===== config.mk =====
export PLATFORM = sky130hd
export DESIGN_NAME = riscv_ctrl_stage
export DESIGN_NICKNAME = d
export VERILOG_FILES = /design/src/rtl/riscv_ctrl_pkg.sv /design/src/rtl/riscv_ctrl_decode.sv /design/src/rtl/riscv_ctrl_stage.sv
export SDC_FILE = /design/constraint.sdc
export NUM_CORES = 1
export LEC_CHECK = 0
export ABC_AREA = 0
export CAP_MARGIN = 20
export CORE_UTILIZATION = 35
export DETAILED_ROUTE_END_ITERATION = 16
export PLACE_DENSITY = 0.7
export SYNTH_ARGS = -nofsm -noshare
export SYNTH_HDL_FRONTEND = slang
export SYNTH_HIERARCHICAL = 1
export SYNTH_SLANG_ARGS = --single-unit
export TNS_END_PERCENT = 10

===== constraint.sdc =====
create_clock -name clk_i -period 4.52 [get_ports clk_i]
set_clock_uncertainty 0.2 [all_clocks]
set_input_delay 0.904 -clock clk_i [delete_from_list [all_inputs] [get_ports clk_i]]
set_output_delay 0.904 -clock clk_i [all_outputs]
set_load 0.05 [all_outputs]

===== src/rtl/riscv_ctrl_pkg.sv =====
// riscv_ctrl_pkg
// Shared definitions for the registered RV32 main-control stage:
//   - major opcode constants and the funct7 value that marks an M-extension op
//   - ALUOp and write-back select encodings
//   - the ID/EX control bundle struct and its all-zero bubble value
package riscv_ctrl_pkg;

    localparam logic [6:0] OP_R      = 7'b0110011;
    localparam logic [6:0] OP_IMM    = 7'b0010011;
    localparam logic [6:0] OP_LOAD   = 7'b0000011;
    localparam logic [6:0] OP_STORE  = 7'b0100011;
    localparam logic [6:0] OP_BRANCH = 7'b1100011;
    localparam logic [6:0] OP_JAL    = 7'b1101111;
    localparam logic [6:0] OP_JALR   = 7'b1100111;

    localparam logic [6:0] FUNCT7_MULDIV = 7'b0000001;

    localparam logic [1:0] ALUOP_ADD  = 2'b00;
    localparam logic [1:0] ALUOP_SUB  = 2'b01;
    localparam logic [1:0] ALUOP_RFN  = 2'b10;
    localparam logic [1:0] ALUOP_IFN  = 2'b11;

    localparam logic [1:0] WB_ALU = 2'b00;
    localparam logic [1:0] WB_MEM = 2'b01;
    localparam logic [1:0] WB_PC4 = 2'b10;

    typedef struct packed {
        logic       valid;
        logic [1:0] alu_op;
        logic       alu_src;
        logic       branch;
        logic       jump;
        logic       mem_read;
        logic       mem_write;
        logic       reg_write;
        logic [1:0] mem_to_reg;
        logic       muldiv;
    } ctrl_t;

    localparam ctrl_t BUBBLE = '0;

endpackage


===== src/rtl/riscv_ctrl_decode.sv =====
// riscv_ctrl_decode
// Pure combinational main decoder: opcode/funct7 -> control bundle + illegal flag.
// Ports:
//   valid_i    in   IF/ID holds a real instruction (0 -> bubble, never illegal)
//   opcode_i   in   instruction[6:0]
//   funct7_i   in   instruction[31:25]
//   ctrl_o     out  decoded bundle (bubble for illegal or invalid)
//   illegal_o  out  opcode (or M-op with the extension absent) is unsupported
// Build option: CTRL_MULDIV_EN enables decoding of M-extension R-type ops.
module riscv_ctrl_decode
    import riscv_ctrl_pkg::*;
(
    input  logic       valid_i,
    input  logic [6:0] opcode_i,
    input  logic [6:0] funct7_i,
    output ctrl_t      ctrl_o,
    output logic       illegal_o
);

    always_comb begin
        ctrl_o    = BUBBLE;
        illegal_o = 1'b0;
        if (valid_i) begin
            ctrl_o.valid = 1'b1;
            case (opcode_i)
                OP_R: begin
                    ctrl_o.alu_op    = ALUOP_RFN;
                    ctrl_o.reg_write = 1'b1;
                    if (funct7_i == FUNCT7_MULDIV) begin
`ifdef CTRL_MULDIV_EN
                        ctrl_o.muldiv = 1'b1;
`else
                        ctrl_o    = BUBBLE;
                        illegal_o = 1'b1;
`endif
                    end
                end
                OP_IMM: begin
                    ctrl_o.alu_op    = ALUOP_IFN;
                    ctrl_o.alu_src   = 1'b1;
                    ctrl_o.reg_write = 1'b1;
                end
                OP_LOAD: begin
                    ctrl_o.alu_op     = ALUOP_ADD;
                    ctrl_o.alu_src    = 1'b1;
                    ctrl_o.mem_read   = 1'b1;
                    ctrl_o.reg_write  = 1'b1;
                    ctrl_o.mem_to_reg = WB_MEM;
                end
                OP_STORE: begin
                    ctrl_o.alu_op    = ALUOP_ADD;
                    ctrl_o.alu_src   = 1'b1;
                    ctrl_o.mem_write = 1'b1;
                end
                OP_BRANCH: begin
                    ctrl_o.alu_op = ALUOP_SUB;
                    ctrl_o.branch = 1'b1;
                end
                OP_JAL: begin
                    ctrl_o.jump       = 1'b1;
                    ctrl_o.reg_write  = 1'b1;
                    ctrl_o.mem_to_reg = WB_PC4;
                end
                OP_JALR: begin
                    ctrl_o.alu_src    = 1'b1;
                    ctrl_o.jump       = 1'b1;
                    ctrl_o.reg_write  = 1'b1;
                    ctrl_o.mem_to_reg = WB_PC4;
                end
                default: begin
                    ctrl_o    = BUBBLE;
                    illegal_o = 1'b1;
                end
            endcase
        end
    end

endmodule


===== src/rtl/riscv_ctrl_stage.sv =====
// riscv_ctrl_stage
// Registered main-control stage between IF/ID and EX. Decodes the instruction and
// holds the ID/EX control bundle in flops, with stall hold, flush-to-bubble,
// illegal-opcode pulse and an optional multi-cycle MUL/DIV sequencer.
// Ports:
//   clk_i, rst_i            clock, synchronous active-high reset
//   valid_i, opcode_i,      instruction from IF/ID
//   funct7_i
//   stall_i, flush_i        hazard hold / branch squash (flush wins)
//   valid_o ... MemtoReg_o  registered control bundle
//   muldiv_o                bundle is an M-extension op
//   busy_o                  M-op still occupying EX; front end must stall
//   illegal_o               one-cycle pulse for an unsupported instruction
// Build option: CTRL_MULDIV_EN adds the IDLE/BUSY sequencer; without it busy_o
// and muldiv_o stay 0 and M-ops decode as illegal.
module riscv_ctrl_stage
    import riscv_ctrl_pkg::*;
#(
    parameter int unsigned MULDIV_LAT = 4,
    parameter int unsigned CNT_W      = 4
) (
    input  logic       clk_i,
    input  logic       rst_i,
    input  logic       valid_i,
    input  logic [6:0] opcode_i,
    input  logic [6:0] funct7_i,
    input  logic       stall_i,
    input  logic       flush_i,
    output logic       valid_o,
    output logic [1:0] ALUOp_o,
    output logic       ALUSrc_o,
    output logic       branch_o,
    output logic       jump_o,
    output logic       MemRead_o,
    output logic       MemWrite_o,
    output logic       RegWrite_o,
    output logic [1:0] MemtoReg_o,
    output logic       muldiv_o,
    output logic       busy_o,
    output logic       illegal_o
);

    if (MULDIV_LAT < 1 || MULDIV_LAT > 16) begin : g_bad_lat
        $error("MULDIV_LAT out of range 1..16");
    end
    if ((2 ** CNT_W) <= (MULDIV_LAT - 1)) begin : g_bad_cnt
        $error("CNT_W too narrow for MULDIV_LAT");
    end

    ctrl_t dec_ctrl;
    logic  dec_illegal;
    ctrl_t ctrl_q;
    logic  illegal_q;
    logic  busy;

    riscv_ctrl_decode u_decode (
        .valid_i   (valid_i),
        .opcode_i  (opcode_i),
        .funct7_i  (funct7_i),
        .ctrl_o    (dec_ctrl),
        .illegal_o (dec_illegal)
    );

`ifdef CTRL_MULDIV_EN
    localparam logic [0:0] ST_IDLE = 1'b0;
    localparam logic [0:0] ST_BUSY = 1'b1;
    localparam logic [CNT_W-1:0] CNT_LOAD = CNT_W'(MULDIV_LAT - 1);

    logic [0:0]       state_q;
    logic [CNT_W-1:0] cnt_q;

    always_ff @(posedge clk_i) begin
        if (rst_i) begin
            ctrl_q    <= BUBBLE;
            illegal_q <= 1'b0;
            state_q   <= ST_IDLE;
            cnt_q     <= '0;
        end else if (flush_i) begin
            // Aborting a busy op here means its masked RegWrite never surfaces.
            ctrl_q    <= BUBBLE;
            illegal_q <= 1'b0;
            state_q   <= ST_IDLE;
            cnt_q     <= '0;
        end else if (stall_i) begin
            illegal_q <= 1'b0;
        end else if (state_q == ST_BUSY) begin
            illegal_q <= 1'b0;
            cnt_q     <= cnt_q - 1'b1;
            if (cnt_q == CNT_W'(1)) begin
                state_q <= ST_IDLE;
            end
        end else begin
            ctrl_q    <= dec_ctrl;
            illegal_q <= dec_illegal;
            if (dec_ctrl.muldiv && (MULDIV_LAT > 1)) begin
                state_q <= ST_BUSY;
                cnt_q   <= CNT_LOAD;
            end
        end
    end

    assign busy = (state_q == ST_BUSY);
`else
    always_ff @(posedge clk_i) begin
        if (rst_i || flush_i) begin
            ctrl_q    <= BUBBLE;
            illegal_q <= 1'b0;
        end else if (stall_i) begin
            illegal_q <= 1'b0;
        end else begin
            ctrl_q    <= dec_ctrl;
            illegal_q <= dec_illegal;
        end
    end

    assign busy = 1'b0;
`endif

    assign valid_o    = ctrl_q.valid;
    assign ALUOp_o    = ctrl_q.alu_op;
    assign ALUSrc_o   = ctrl_q.alu_src;
    assign branch_o   = ctrl_q.branch;
    assign jump_o     = ctrl_q.jump;
    assign MemRead_o  = ctrl_q.mem_read;
    assign MemWrite_o = ctrl_q.mem_write;
    // Write-back only once the multi-cycle result is complete.
    assign RegWrite_o = ctrl_q.reg_write & ~busy;
    assign MemtoReg_o = ctrl_q.mem_to_reg;
    // Decoder never sets muldiv without the extension, so this is 0 in that build.
    assign muldiv_o   = ctrl_q.muldiv;
    assign busy_o     = busy;
    assign illegal_o  = illegal_q;

endmodule


Sizing map:
Bar = 10 microns.
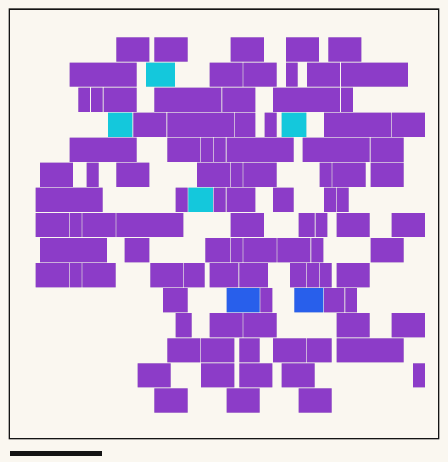
[_3 and _4 cells] cyan | cells: 4
[_0 and _1 cells] purple | cells: 98
[_2 cells] blue | cells: 2
Design Area, Final: 995 sq um
Non-clk bufs: 31
Area growth syn-to-layout: 43.8%
worst setup margin: 1880 ps

M2 wires:
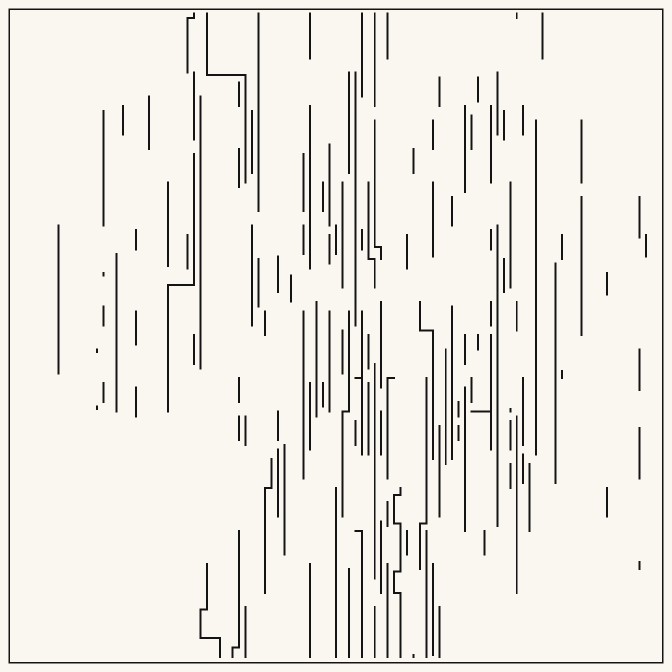
nets with wire on the layer: 110
main direction: vertical
longest straight run: 23.8 microns
wire length on this layer: 759 microns
share of all routed wire: 52%
DRT Wirelength: 1.45 mm
Via Count: 626

The clock network:
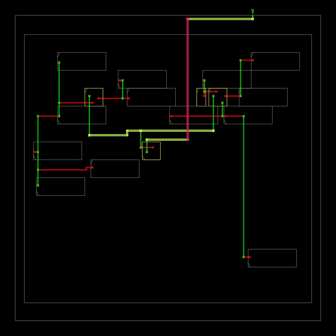
clock buffers: 4
Num CTS Buffers: 3

==> flow_metrics.env <==
# flow metrics
export IMPL_status="finished clean"
export IMPL_p_sw_share_pct=24.0
export IMPL_nFillCells=165
export IMPL_antenna_found_initial=0
export IMPL_holdPathEnd="MemRead_o"
export IMPL_cp_max_fo=7
export IMPL_clk_share_pct=2.64
export IMPL_die_w_microns=46.5
export IMPL_ys_cells=75
export IMPL_p_switching_uw=54.1
export IMPL_pg_seq_uw=115
export IMPL_final_cell_mix="clkdlybuf4s50_1, nor2_1, dfxtp_1"
export IMPL_p_int_uw=172
export IMPL_drtIter0Drc=4
export IMPL_max_stage_delay_ps=570
export IMPL_path_depth=5
export IMPL_critical_path_buf_inv_count=1
export IMPL_grt_pass1_vias=546
export IMPL_lay_top_count="clkdlybuf4s50_1"
export IMPL_grt_pass1_wl_mm=2.26
export IMPL_yosys_area_share_simple_pct=24.1
export IMPL_min_path_cells=2
export IMPL_period_used_pct=58.5
export IMPL_num_antenna_cells=0
export IMPL_cts_buffer_depth=2
export IMPL_dpl_cell_area_sq_um=968
export IMPL_synth_cell_types=28
export IMPL_timing_fmax_mhz=378
export IMPL_clk_pin_slew_worst_paths_ps=70
export IMPL_area_leaders="dfxtp_1, mux2i_1, nor2_1"
export IMPL_critPathCapture="illegal_o"
export IMPL_hold_buffers=0
export IMPL_met1_length_microns=597
export IMPL_async_flop_share_pct=0
export IMPL_fa_ha_area_share_pct=0
export IMPL_tightestPinTransition_ps=706
export IMPL_logic_family="simple AND/OR/NAND/NOR gates"
export IMPL_synth_nets=94
export IMPL_cts_tree="done"
export IMPL_cp_startpoint="opcode_i[4]"
export IMPL_cts_resized=0
export IMPL_rows=15
export IMPL_htree_levels=1
export IMPL_met3_usage_pct=7.06
export IMPL_logic_area_sq_um=363
export IMPL_wl_per_cell_microns=11.3
export IMPL_layout_nonclk_buf_share_pct=31.2
export IMPL_yosys_warnings=6
export IMPL_xor_share_pct=0
export IMPL_insertion_delay_ps=270
export IMPL_grt_usage_pct=15.2
export IMPL_initCoreUtil_pct=38.8
export IMPL_ys_flop_type="dfxtp_1"
export IMPL_critPathRequiredTime_ps=4450
export IMPL_comb_cells=55
export IMPL_final_cells=129
export IMPL_synthCells=75
export IMPL_cts_sinks=13
export IMPL_relSlewSlack_pct=52.8
export IMPL_startpoint_type="input pin"
export IMPL_cp_cell_sequence="clkdlybuf4s50_1, or4b_1, a211o_1, a41o_1, nor3b_1"
export IMPL_rsz0062_at_grt="false"
Clock wires, drivers and flops:
Bar = 10 microns.
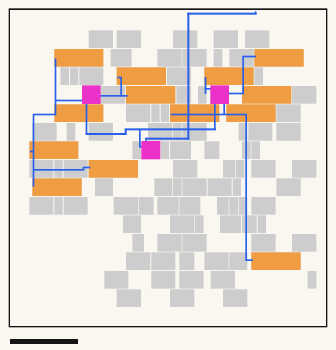
[flip-flops] orange | count: 13
[clock wires] blue | length: 165 microns
[clock drivers] magenta | count: 3
routed clock nets: 4
clk pwr: 69.7 uW
Clock power frac: 30.9%

A small window of the routed layout:
Region (16, 0) to (46, 30) microns. Cells in grey, sequential cells in the stronger grey; small squares are vias.
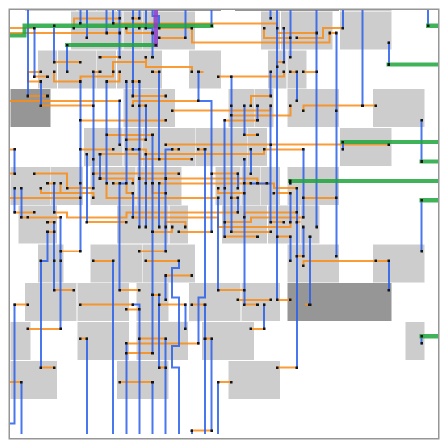
[metal 2] blue
[metal 3] green
[metal 1] orange
[metal 4] purple
netlist names of flops here include: `MemWrite_o` (1)
sequential cells in the window: 1
most frequent: clkdlybuf4s50_1 (17), nor2_1 (10), mux2i_1 (5)
cells with their middle in the window: 56

Power is estimated from default activity; no workload was simulated.
